[config.mk]
export PLATFORM = sky130hd
export DESIGN_NAME = bus_cycle_sequencer
export DESIGN_NICKNAME = d
export VERILOG_FILES = /design/src/rtl/bus_cycle_sequencer.sv
export SDC_FILE = /design/constraint.sdc
export NUM_CORES = 1
export LEC_CHECK = 0
export CAP_MARGIN = 40
export CORE_ASPECT_RATIO = 1.5
export CORE_UTILIZATION = 35
export CTS_BUF_LIST = sky130_fd_sc_hd__clkbuf_16
export DETAILED_ROUTE_END_ITERATION = 8
export GPL_ROUTABILITY_DRIVEN = 0
export PLACE_DENSITY_LB_ADDON = 0.1
export SETUP_SLACK_MARGIN = 0.3
export SLEW_MARGIN = 25
export SYNTH_ARGS = -nofsm -noshare
export SYNTH_HDL_FRONTEND = slang
export SYNTH_SLANG_ARGS = --single-unit
export TNS_END_PERCENT = 100
[constraint.sdc]
create_clock -name clock -period 2.05 [get_ports clock]
set_input_delay 0.615 -clock clock [delete_from_list [all_inputs] [get_ports clock]]
set_output_delay 0.615 -clock clock [all_outputs]
set_load 0.01 [all_outputs]
[src/rtl/bus_cycle_sequencer.sv]
// Initiator side of the CPU status/command protocol: runs one 8088-style
// T1-T2-T3-[Tw]-T4 bus cycle per accepted request, with wait-state timeout.
module bus_cycle_sequencer #(
  parameter int ADDRESS_WIDTH = 20,
  parameter int WAIT_LIMIT    = 255
) (
  input  logic                     clock,
  input  logic                     reset,
  input  logic                     cpu_clock_posedge,
  input  logic                     cpu_clock_negedge,
  input  logic                     HLDA,
  input  logic                     req_valid,
  output logic                     req_ready,
  input  logic                     req_write,
  input  logic                     req_io,
  input  logic [ADDRESS_WIDTH-1:0] req_address,
  input  logic [7:0]               req_data,
  output logic                     resp_valid,
  output logic [7:0]               resp_data,
  output logic                     resp_timeout,
  output logic [ADDRESS_WIDTH-1:0] address,
  output logic [7:0]               data_out,
  output logic                     data_oe,
  input  logic [7:0]               data_in,
  input  logic                     READY,
  output logic                     ALE,
  output logic                     RD_N,
  output logic                     WR_N,
  output logic                     IO_OR_M,
  output logic                     DT_OR_R,
  output logic                     DEN_N
);

  typedef enum logic [2:0] {IDLE, PEND, T1, T2, T3, TW, T4} state_e;

  localparam logic [7:0] WAIT_MAX = 8'(WAIT_LIMIT);

  state_e                   state_q;
  logic [7:0]               wait_cnt_q;
  logic                     write_q;
  logic                     io_q;
  logic [ADDRESS_WIDTH-1:0] addr_q;
  logic [7:0]               wdata_q;
  logic [7:0]               rdata_q;
  logic                     timeout_q;

  logic                     req_ready_q;
  logic                     resp_valid_q;
  logic [7:0]               resp_data_q;
  logic                     resp_timeout_q;
  logic [ADDRESS_WIDTH-1:0] address_q;
  logic [7:0]               data_out_q;
  logic                     data_oe_q;
  logic                     ale_q;
  logic                     rd_n_q;
  logic                     wr_n_q;
  logic                     io_or_m_q;
  logic                     dt_or_r_q;
  logic                     den_n_q;

  // Posedge handling always takes priority: a coincident negedge pulse is dropped.
  always_ff @(posedge clock) begin
    if (reset) begin
      state_q        <= IDLE;
      wait_cnt_q     <= '0;
      write_q        <= 1'b0;
      io_q           <= 1'b0;
      addr_q         <= '0;
      wdata_q        <= '0;
      rdata_q        <= '1;
      timeout_q      <= 1'b0;
      req_ready_q    <= 1'b0;
      resp_valid_q   <= 1'b0;
      resp_data_q    <= '1;
      resp_timeout_q <= 1'b0;
      address_q      <= '0;
      data_out_q     <= '0;
      data_oe_q      <= 1'b0;
      ale_q          <= 1'b0;
      rd_n_q         <= 1'b1;
      wr_n_q         <= 1'b1;
      io_or_m_q      <= 1'b0;
      dt_or_r_q      <= 1'b1;
      den_n_q        <= 1'b1;
    end else begin
      resp_valid_q <= 1'b0;
      case (state_q)
        IDLE: begin
          if (req_valid && req_ready_q) begin
            write_q     <= req_write;
            io_q        <= req_io;
            addr_q      <= req_address;
            wdata_q     <= req_data;
            req_ready_q <= 1'b0;
            state_q     <= PEND;
          end else begin
            req_ready_q <= 1'b1;
          end
        end
        PEND: begin
          if (cpu_clock_posedge && !HLDA) begin
            state_q   <= T1;
            ale_q     <= 1'b1;
            address_q <= addr_q;
            io_or_m_q <= io_q;
            dt_or_r_q <= write_q;
            if (write_q) data_out_q <= wdata_q;
          end
        end
        T1: begin
          if (cpu_clock_posedge) begin
            state_q <= T2;
            ale_q   <= 1'b0;
            rd_n_q  <= write_q;
            wr_n_q  <= !write_q;
          end else if (cpu_clock_negedge) begin
            ale_q <= 1'b0;
            if (write_q) begin
              den_n_q   <= 1'b0;
              data_oe_q <= 1'b1;
            end
          end
        end
        T2: begin
          if (cpu_clock_posedge) begin
            state_q <= T3;
          end else if (cpu_clock_negedge && !write_q) begin
            den_n_q <= 1'b0;
          end
        end
        T3, TW: begin
          if (cpu_clock_posedge) begin
            if (READY) begin
              state_q   <= T4;
              rd_n_q    <= 1'b1;
              wr_n_q    <= 1'b1;
              rdata_q   <= write_q ? 8'hFF : data_in;
              timeout_q <= 1'b0;
            end else if (wait_cnt_q < WAIT_MAX) begin
              state_q    <= TW;
              wait_cnt_q <= wait_cnt_q + 8'd1;
            end else begin
              state_q   <= T4;
              rd_n_q    <= 1'b1;
              wr_n_q    <= 1'b1;
              rdata_q   <= 8'hFF;
              timeout_q <= 1'b1;
            end
          end
        end
        T4: begin
          if (cpu_clock_posedge) begin
            state_q        <= IDLE;
            dt_or_r_q      <= 1'b1;
            io_or_m_q      <= 1'b0;
            den_n_q        <= 1'b1;
            data_oe_q      <= 1'b0;
            wait_cnt_q     <= '0;
            resp_valid_q   <= 1'b1;
            resp_data_q    <= rdata_q;
            resp_timeout_q <= timeout_q;
            req_ready_q    <= 1'b1;
          end else if (cpu_clock_negedge) begin
            den_n_q   <= 1'b1;
            data_oe_q <= 1'b0;
          end
        end
        default: state_q <= IDLE;
      endcase
    end
  end

  assign req_ready    = req_ready_q;
  assign resp_valid   = resp_valid_q;
  assign resp_data    = resp_data_q;
  assign resp_timeout = resp_timeout_q;
  assign address      = address_q;
  assign data_out     = data_out_q;
  assign data_oe      = data_oe_q;
  assign ALE          = ale_q;
  assign RD_N         = rd_n_q;
  assign WR_N         = wr_n_q;
  assign IO_OR_M      = io_or_m_q;
  assign DT_OR_R      = dt_or_r_q;
  assign DEN_N        = den_n_q;

endmodule

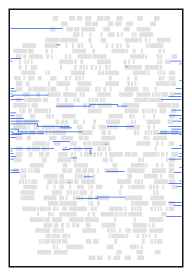
Figure 1: run 1, met3 routing.
Drawn at 2 px/um.
The layer holds 4.9% of the routed length. The layer carries 458 um of wire.

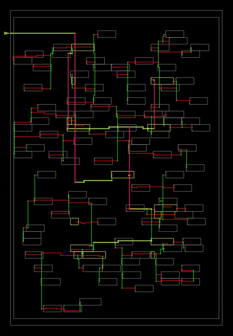
Figure 2: run 1, clock wiring as the flow saved it.
number of sequential storage elements: 96
TritonCTS Buffers: 9

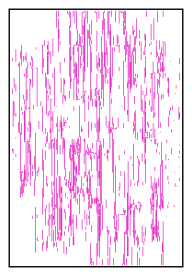
Figure 3: run 1, M2 wires.
Drawn at 2 px/um.
The wires run mostly vertical. The longest straight run is 43.9 um. The layer carries 4610 um of wire. The layer holds 50% of the routed length. 474 nets have wire on it.

==> metrics.json, run 1 <==
{
  "clock_network": {
    "htreeDepth": 3,
    "cts_setup_buffers": 0,
    "cts_max_path_buffers": 2,
    "clkTransAtPathRegs_ns": 0.07,
    "clock-sinks": 96,
    "cts.hold.buffers_added": 0,
    "tritoncts": "built"
  },
  "die": {
    "die_w_um": 86.0,
    "design.portCount": 91,
    "placeableCoreArea_mm2": 0.0102,
    "die_area_mm2": 0.0110,
    "die_height_um": 128
  },
  "layout": {
    "stdcell_count": 698,
    "area_growth_syn_to_layout_pct": 38.4,
    "sh_seq_area_pct": 37.6,
    "final-clk-cell-share_pct": 5.13,
    "inverters": 5,
    "layout.core_utilization_pct": 50.3,
    "nNonClkBuffers": 115,
    "n_fill_cell": 997,
    "layout.buffer.nonclock.area_share_pct": 20.5,
    "fin_area_mm2": 0.00512,
    "num-clock-buffers": 9,
    "logic_area_mm2": 0.00169,
    "nNetsFinal": 599,
    "register_area_mm2": 0.00193,
    "antenna-diode-count": 0,
    "sh_comb_area_pct": 32.9,
    "drive_above_1_share_pct": 10.2,
    "biggestCellCategory": "registers",
    "comb.multi_input.count": 326
  },
  "placement": {
    "io_buffers": 90,
    "detailedPlace.worstSlack_ns": -0.134,
    "dpl-instance-area_mm2": 0.00481,
    "placed_cells_incl_taps": 679,
    "hpwlAfterDp_um": 6240
  },
  "setup_path": {
    "timing.rr.start": "wait_cnt_q[0]$_SDFFE_PP0P_",
    "crit_path_end": "wait_cnt_q[4]$_SDFFE_PP0P_",
    "worstPathArrival_ns": 1.86,
    "timing.rr.end": "wait_cnt_q[4]$_SDFFE_PP0P_",
    "worst_setup_path_start_kind": "flip-flop",
    "slowest_stage": "sky130_fd_sc_hd__dfxtp_4",
    "timing.setup.critical_path_class": "flip-flop to flip-flop",
    "worst-path-buf-inv": 2,
    "crit_cells": 8,
    "worst-endpoint-required_ns": 2.27,
    "timing.critical_path.cells": "ha_4 -> nand3_1 -> o21bai_4 -> buf_4 -> buf_4 -> a211oi_1 -> xnor2_1 -> nor2_1",
    "timing.critical_path.from": "wait_cnt_q[0]$_SDFFE_PP0P_",
    "end_kind": "flip-flop",
    "cpMostUsedCell": "sky130_fd_sc_hd__buf_4",
    "setup.reg_to_reg.worst_slack_ns": 0.41,
    "maximum_single_stage_delay_on_the_critical_path_ns": 0.36
  },
  "min_path": {
    "hold_end": "address[9]$_SDFFE_PP0P_",
    "worst_hold_startpoint": "addr_q[9]$_SDFFE_PP0P_",
    "class_of_the_worst_hold_path": "flip-flop to flip-flop",
    "worstHoldPathCells": 2
  },
  "power": {
    "power_leakage_uw": 0.00197,
    "p_int_uw": 2910,
    "pwr_density_cell_mw_per_mm2": 749,
    "share_clk_of_total_power_pct": 39.1,
    "power.net_switching_uw": 931,
    "p_seq_share_pct": 51.1,
    "power_switching_share_pct": 24.3,
    "share_comb_of_total_power_pct": 9.8
  },
  "drt": {
    "routed_wl_um": 9270,
    "route.antenna.remaining_nets": 0,
    "post-route-drc-count": 0,
    "routed_wire_length_per_instance_um": 13.3,
    "route.met3.wl_um": 458,
    "drtIter0Drc": 118,
    "post_drt_via_cell_ratio": 4.76,
    "met2RoutedLength_um": 4610,
    "detailroute.via_count": 3323
  },
  "yosys": {
    "syn_avg_cell_area_um2": 8.12,
    "synthTopCellsByArea": "sky130_fd_sc_hd__dfxtp_1, sky130_fd_sc_hd__nand2_1, sky130_fd_sc_hd__a21oi_1, sky130_fd_sc_hd__nand3_1, sky130_fd_sc_hd__mux2i_1",
    "netlist.top_cell.by_instances": "sky130_fd_sc_hd__nand2_1",
    "synthesis.nets": 502,
    "netlist_top_cells_count": "sky130_fd_sc_hd__nand2_1, sky130_fd_sc_hd__dfxtp_1, sky130_fd_sc_hd__a21oi_1, sky130_fd_sc_hd__nand3_1, sky130_fd_sc_hd__nor2_1",
    "seq_area_frac_synth_pct": 51.9,
    "syn_inst": 456,
    "synth_chip_area_mm2": 0.00370,
    "yosys.cell_types.count": 35,
    "enable_flop_cells": 0,
    "yosys_cells": 456,
    "ys_seq_elements": 96,
    "netlist.top_cell.by_area": "sky130_fd_sc_hd__dfxtp_1",
    "synth_async_reset_ratio_pct": 0,
    "post_synth_instance_area_mm2": 0.00370,
    "postSynth.topFlopCell": "sky130_fd_sc_hd__dfxtp_1",
    "synth-warning-count": 0
  },
  "run": {
    "maxCapViolCount": 0,
    "warnings": 27
  },
  "status": {
    "outcome": "finished, final reports clean"
  },
  "sta": {
    "slew_headroom_pct": 53.6,
    "report.final.hold_viol_count": 0,
    "timing.final.crit_period_ns": 1.64,
    "report.final.slew_viol_count": 0,
    "fin_skew_ns": 0.00574,
    "fin_crit_sh_pct": 79.9,
    "rsz_0062_raised_after_global_routing": "no",
    "final.setup.worst_slack_ns": 0.411,
    "worstMarginPinSlew_ns": 0.696,
    "fmaxAchievable_mhz": 610
  },
  "global_routing": {
    "global_route.usage.total_pct": 17.8,
    "use_met2_pct": 30.5,
    "grt_antenna_before_repair": 0,
    "grt-ovfl-total": 0,
    "use_met1_pct": 20.7,
    "first_global_vias": 3173,
    "pin_count_of_the_biggest_net_entering_global_routing": 40,
    "grt_first_pass_wirelength_um": 15200,
    "grt_use_met3_pct": 4.76,
    "gr-max-usage-layer": "met2"
  }
}
-- run 1: layout by cell type (no fill, tap or decap), drive strengths merged --
cell           synthesis  layout
nor3                   5       5
o21bai                 1       1
nand3b                 1       1
dlygate4sd2            0      46
dlymetal6s2s           0       2
nor2                  20      20
o2111ai                1       1
nand2b                 9       9
a211oi                 4       4
clkinv                 0       5
nand4b                 1       1
a2111oi                3       3
clkinvlp               0       1
and2                   1       1
o21ai                  6       6
nand2                148     148
mux2i                 10      10
nand4                  1       1
xnor2                  8       8
clkdlybuf4s50          0      41
buf                   13      26
nor2b                  3       3
a2111o                 1       1
o21a                   1       1
and3                   2       2
nand3                 29      29
dfxtp                 96      96
ha                     1       1
a21oi                 65      65
clkbuf                17       9
o31ai                  1       1
and4                   1       2
inv                    5       5
a32o                   1       1
o41a                   1       1
-- run 1: logic make-up after synthesis --
group,count (synthesis),share of synthesized area [%]
xor gates and xnor gates,8,1.89
DFF,96,51.9
AOI/OAI and AO/OA,85,13.2
adders and majority gates,1,0.338
and+or+nand+nor,221,25.6
muxes,10,2.70
buffers and inverters,35,4.39
-- run 1: power by group through the flow --
stage	clock, uW	sequential (uW)	combinational [uW]
after global routing	1630	1970	418
final	1500	1960	375
after CTS	1540	1960	374
after floorplan	0	1990	203
after global placement	0	2000	370
after detailed placement	0	2000	374
-- run 1: sequential cells by signal, summed over array words and instances (netlist names) --
name and count:
addr_q 20, state_q 3, resp_timeout 1, WR_N 1, RD_N 1, data_out 8, resp_valid 1, IO_OR_M 1
rdata_q 8, DT_OR_R 1, write_q 1, timeout_q 1, wait_cnt_q 8, io_q 1, data_oe 1, address 20
ALE 1, DEN_N 1, resp_data 8, wdata_q 8, req_ready 1
==> run 1 -> run 2 <==
- clock period: 2.05 -> 1.5 ns (I/O delays scaled with it)
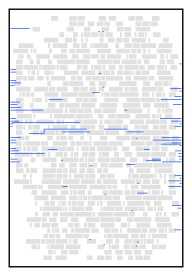
Figure 4: run 2, met3 routing.
Drawn at 2 px/um.
61 nets have wire on it. The longest straight run is 33.4 um. The wires run mostly horizontal.
number of vias in the routed layout: 3717
met3 Resource Use GR: 3.41%

==> run 2 against run 1 <==
Worst hold slack worse by 0.083 ns. Die size unchanged. Design area up 39%. Global-route usage up 2.8 points. Register-to-register slack worse by 0.38 ns. Maximum frequency up 11%. Worst setup slack worse by 0.38 ns. Combinational power rose to 2.7 times the previous value. Routed wire length up 25%. First-iteration DRC count down 14%. Clock power up 52%.
==> metrics.json, run 2 <==
{
  "yosys": {
    "synthesis.nets": {"value": 502, "change": "unchanged"},
    "netlist.top_cell.by_instances": "sky130_fd_sc_hd__nand2_1",
    "yosys_cells": {"value": 456, "change": "unchanged"},
    "netlist_top_cells_count": "sky130_fd_sc_hd__nand2_1, sky130_fd_sc_hd__dfxtp_1, sky130_fd_sc_hd__a21oi_1, sky130_fd_sc_hd__nand3_1, sky130_fd_sc_hd__nor2_1",
    "enable_flop_cells": {"value": 0, "change": "unchanged"},
    "syn_avg_cell_area": {"value": 8.12, "unit": "um^2", "change": "unchanged"},
    "ys_seq_elements": {"value": 96, "change": "unchanged"},
    "yosys-dominant-comb-family": "simple AND/OR/NAND/NOR gates",
    "ys_sh_aoi": {"value": 13.2, "unit": "%", "change": "unchanged"},
    "synth.mux.area_fraction": {"value": 2.70, "unit": "%", "change": "unchanged"},
    "yosys.cell_types.count": {"value": 35, "change": "unchanged"},
    "synth_chip_area": {"value": 0.00370, "unit": "mm^2", "change": "unchanged"},
    "syn_inst": {"value": 456, "change": "unchanged"},
    "seq_area_frac_synth": {"value": 51.9, "unit": "%", "change": "unchanged"},
    "synth-warning-count": {"value": 0, "change": "unchanged"},
    "synthDominantCellAreaShare_pct": 51.9,
    "netlist.top_cell.by_area": "sky130_fd_sc_hd__dfxtp_1",
    "post_synth_instance_area": {"value": 0.00370, "unit": "mm^2", "change": "unchanged"},
    "synthTopCellsByArea": "sky130_fd_sc_hd__dfxtp_1, sky130_fd_sc_hd__nand2_1, sky130_fd_sc_hd__a21oi_1, sky130_fd_sc_hd__nand3_1, sky130_fd_sc_hd__mux2i_1",
    "post_synth_and_or_nand_nor_area_fraction": {"value": 25.6, "unit": "%", "change": "unchanged"},
    "xor_share": {"value": 1.89, "unit": "%", "change": "unchanged"},
    "postSynth.topFlopCell": "sky130_fd_sc_hd__dfxtp_1",
    "synth.cellmix.adderShare": {"value": 0.338, "unit": "%", "change": "unchanged"},
    "synth_async_reset_ratio": {"value": 0, "unit": "%", "change": "unchanged"}
  },
  "sta": {
    "final_layout_setup_total_negative_slack_ns": 0,
    "worst_hold_slack_ns": 0.361,
    "rsz_0062_raised_after_global_routing": "yes",
    "final.setup.worst_slack": {"value": 0.0272, "unit": "ns", "change": "-0.384 ns"},
    "slew_headroom": {"value": 63.2, "unit": "%", "change": "+9.6 points"},
    "worstMarginPinSlew": {"value": 0.552, "unit": "ns", "change": "-0.143 ns"},
    "report.final.slew_viol_count": {"value": 0, "change": "unchanged"},
    "timing.final.crit_period": {"value": 1.47, "unit": "ns", "change": "-0.166 ns"},
    "setup_violating_endpoint_count_in_the_final_report": 0,
    "fmaxAchievable": {"value": 679, "unit": "MHz", "change": "+11%"},
    "report.final.hold_viol_count": {"value": 0, "change": "unchanged"},
    "fin_skew": {"value": 0.00847, "unit": "ns", "change": "+0.00273 ns"},
    "fin_crit_sh": {"value": 98.2, "unit": "%", "change": "+18 points"}
  },
  "global_routing": {
    "first_global_vias": {"value": 3562, "change": "+12%"},
    "grt-ovfl-total": {"value": 0, "change": "unchanged"},
    "grt_first_pass_wirelength": {"value": 17500, "unit": "um", "change": "+15%"},
    "grt_antenna_before_repair": {"value": 0, "change": "unchanged"},
    "global_route.usage.total": {"value": 20.6, "unit": "%", "change": "+2.8 points"},
    "pin_count_of_the_biggest_net_entering_global_routing": {"value": 34, "change": "-15%"}
  },
  "min_path": {
    "class_of_the_worst_hold_path": "input port to flip-flop",
    "hold_end": "wait_cnt_q[1]$_SDFFE_PP0P_",
    "worst_hold_startpoint": "reset",
    "worstHoldPathCells": {"value": 2, "change": "unchanged"}
  },
  "setup_path": {
    "slowest_stage": "sky130_fd_sc_hd__dfxtp_4",
    "maximum_single_stage_delay_on_the_critical_path": {"value": 0.36, "unit": "ns", "change": "about the same"},
    "timing.critical_path.from": "state_q[2]$_SDFFE_PP0P_",
    "worstPathArrival": {"value": 1.74, "unit": "ns", "change": "-0.12 ns"},
    "timing.rr.end": "address[11]$_SDFFE_PP0P_",
    "worst_setup_path_start_kind": "flip-flop",
    "timing.setup.critical_path_class": "flip-flop to flip-flop",
    "crit_cells": {"value": 7, "change": "-1"},
    "timing.critical_path.cells": "buf_6 -> nor2_4 -> and3_4 -> buf_12 -> buf_16 -> nand2_1 -> a21oi_2",
    "crit_path_end": "address[11]$_SDFFE_PP0P_",
    "worst-path-buf-inv": {"value": 3, "change": "+1"},
    "worst-endpoint-required": {"value": 1.76, "unit": "ns", "change": "-0.51 ns"},
    "setup.reg_to_reg.worst_slack": {"value": 0.03, "unit": "ns", "change": "-0.38 ns"},
    "timing.rr.start": "state_q[2]$_SDFFE_PP0P_",
    "timing.critical_path.max_delay_family": "simple AND/OR/NAND/NOR gates",
    "end_kind": "flip-flop",
    "critical_path_peak_fanout": 8
  },
  "layout": {
    "nNetsFinal": {"value": 658, "change": "+9.8%"},
    "final_cell_mix": "sky130_fd_sc_hd__nand2_1, sky130_fd_sc_hd__buf_6, sky130_fd_sc_hd__a21oi_2",
    "area_growth_syn_to_layout_pct": 92.3,
    "stdcell_count": {"value": 758, "change": "+8.6%"},
    "drive_above_1_share": {"value": 61.3, "unit": "%", "change": "+51 points"},
    "fin_area": {"value": 0.00712, "unit": "mm^2", "change": "+39%"},
    "final_layout_top_logic_cell": "sky130_fd_sc_hd__nand2_1",
    "antenna-diode-count": {"value": 0, "change": "unchanged"},
    "layout.core_utilization": {"value": 69.8, "unit": "%", "change": "+20 points"}
  },
  "clock_network": {
    "tritoncts": "built",
    "cts_buffers": {"value": 9, "change": "unchanged"},
    "cts_max_path_buffers": {"value": 2, "change": "unchanged"},
    "htreeDepth": {"value": 3, "change": "unchanged"},
    "insertion_delay_ns": 0.34,
    "clock-sinks": {"value": 96, "change": "unchanged"},
    "clkTransAtPathRegs": {"value": 0.06, "unit": "ns", "change": "about the same"},
    "cts_root_buffer": "sky130_fd_sc_hd__clkbuf_16"
  },
  "placement": {
    "detailedPlace.worstSlack": {"value": -0.567, "unit": "ns", "change": "-0.434 ns"},
    "dpl-instance-area": {"value": 0.00506, "unit": "mm^2", "change": "+5.2%"},
    "placed_cells_incl_taps": {"value": 690, "change": "+1.6%"},
    "hpwlAfterDp": {"value": 6440, "unit": "um", "change": "+3.3%"},
    "io_buffers": {"value": 90, "change": "unchanged"}
  },
  "die": {
    "design.portCount": {"value": 91, "change": "unchanged"},
    "placeableCoreArea": {"value": 0.0102, "unit": "mm^2", "change": "unchanged"},
    "die_height": {"value": 128, "unit": "um", "change": "unchanged"},
    "fp-row-count": 45,
    "floorplan.core_util_pct": 36.3,
    "die_w": {"value": 86.0, "unit": "um", "change": "unchanged"},
    "die_area": {"value": 0.0110, "unit": "mm^2", "change": "unchanged"}
  },
  "run": {
    "maxCapViolCount": {"value": 0, "change": "unchanged"},
    "warnings": {"value": 29, "change": "+7.4%"}
  },
  "status": {
    "outcome": "finished, final reports clean"
  },
  "power": {
    "maximum_vdd_drop_uv": 557,
    "power.total_uw": 6000,
    "power_leakage": {"value": 0.00279, "unit": "uW", "change": "+42%"},
    "pwr_density_cell": {"value": 843, "unit": "mW/mm^2", "change": "+13%"}
  },
  "drt": {
    "post_drt_via_cell_ratio": {"value": 4.90, "change": "+3.0%"},
    "post-route-drc-count": {"value": 0, "change": "unchanged"},
    "drtIter0Drc": {"value": 101, "change": "-14%"},
    "routed_wl": {"value": 11600, "unit": "um", "change": "+25%"},
    "routed_wire_length_per_instance": {"value": 15.3, "unit": "um", "change": "+15%"},
    "route.antenna.remaining_nets": {"value": 0, "change": "unchanged"}
  }
}
[run 2: cell counts after synthesis]
Identical to the previous run, type by type.
[run 2: power by group]
group          total [uW]  internal (uW)  switching [uW]
clock network        2280           1290             992
registers            2710           2610             101
logic                1000            521             482
total                6000           4430            1570
[run 2: layer usage]
metal | global-route usage, % | part of all wire, % | vias to the layer above | routed length (um)
met5 | 0 | 0 | - | 0
met4 | 9.51 | 3.0 | 0 | 349
met3 | 3.41 | 3.1 | 25 | 365
met2 | 37.9 | 56 | 81 | 6490
met1 | 22.7 | 38 | 1782 | 4390
li1 | - | - | 1829 | -
[run 2: worst reg2reg max path, cell delays in order (launching register included)]
cell and delay [ns]:
sky130_fd_sc_hd__dfxtp_4 0.36, sky130_fd_sc_hd__buf_6 0.12, sky130_fd_sc_hd__nor2_4 0.15, sky130_fd_sc_hd__and3_4 0.32, sky130_fd_sc_hd__buf_12 0.13, sky130_fd_sc_hd__buf_16 0.13, sky130_fd_sc_hd__nand2_1 0.07, sky130_fd_sc_hd__a21oi_2 0.11
[run 2: kinds of logic after synthesis]
| kind of cell | Yosys count |
|---|---|
| AND-OR/OR-AND | 85 |
| adder cells (fa/ha/maj) | 1 |
| AND/OR/NAND/NOR | 221 |
| multiplexers | 10 |
| buffers and inverters | 35 |
| XOR/XNOR | 8 |
| flip-flops | 96 |
[run 2: area by class of cell]
type                       instances  area (um^2)
inverter                           5         21.3
tap                              141          176
multi-input combinational        326         2640
clock buffer                       9          225
timing repair buffer             174         1980
clock inverter                     7         71.3
sequential                        96         2010
fill                             775         3070
[run 2: repair_timing]
item	in CTS	in global routing
cloned	8	2
hold buffers	0	0
pin swaps	65	79
gates resized	388	175
endpoints found under the hold margin	0	0
endpoints found under the setup margin	142	141
buffers inserted	27	15
No activity file was given, so power comes from the tool's default toggle rates.
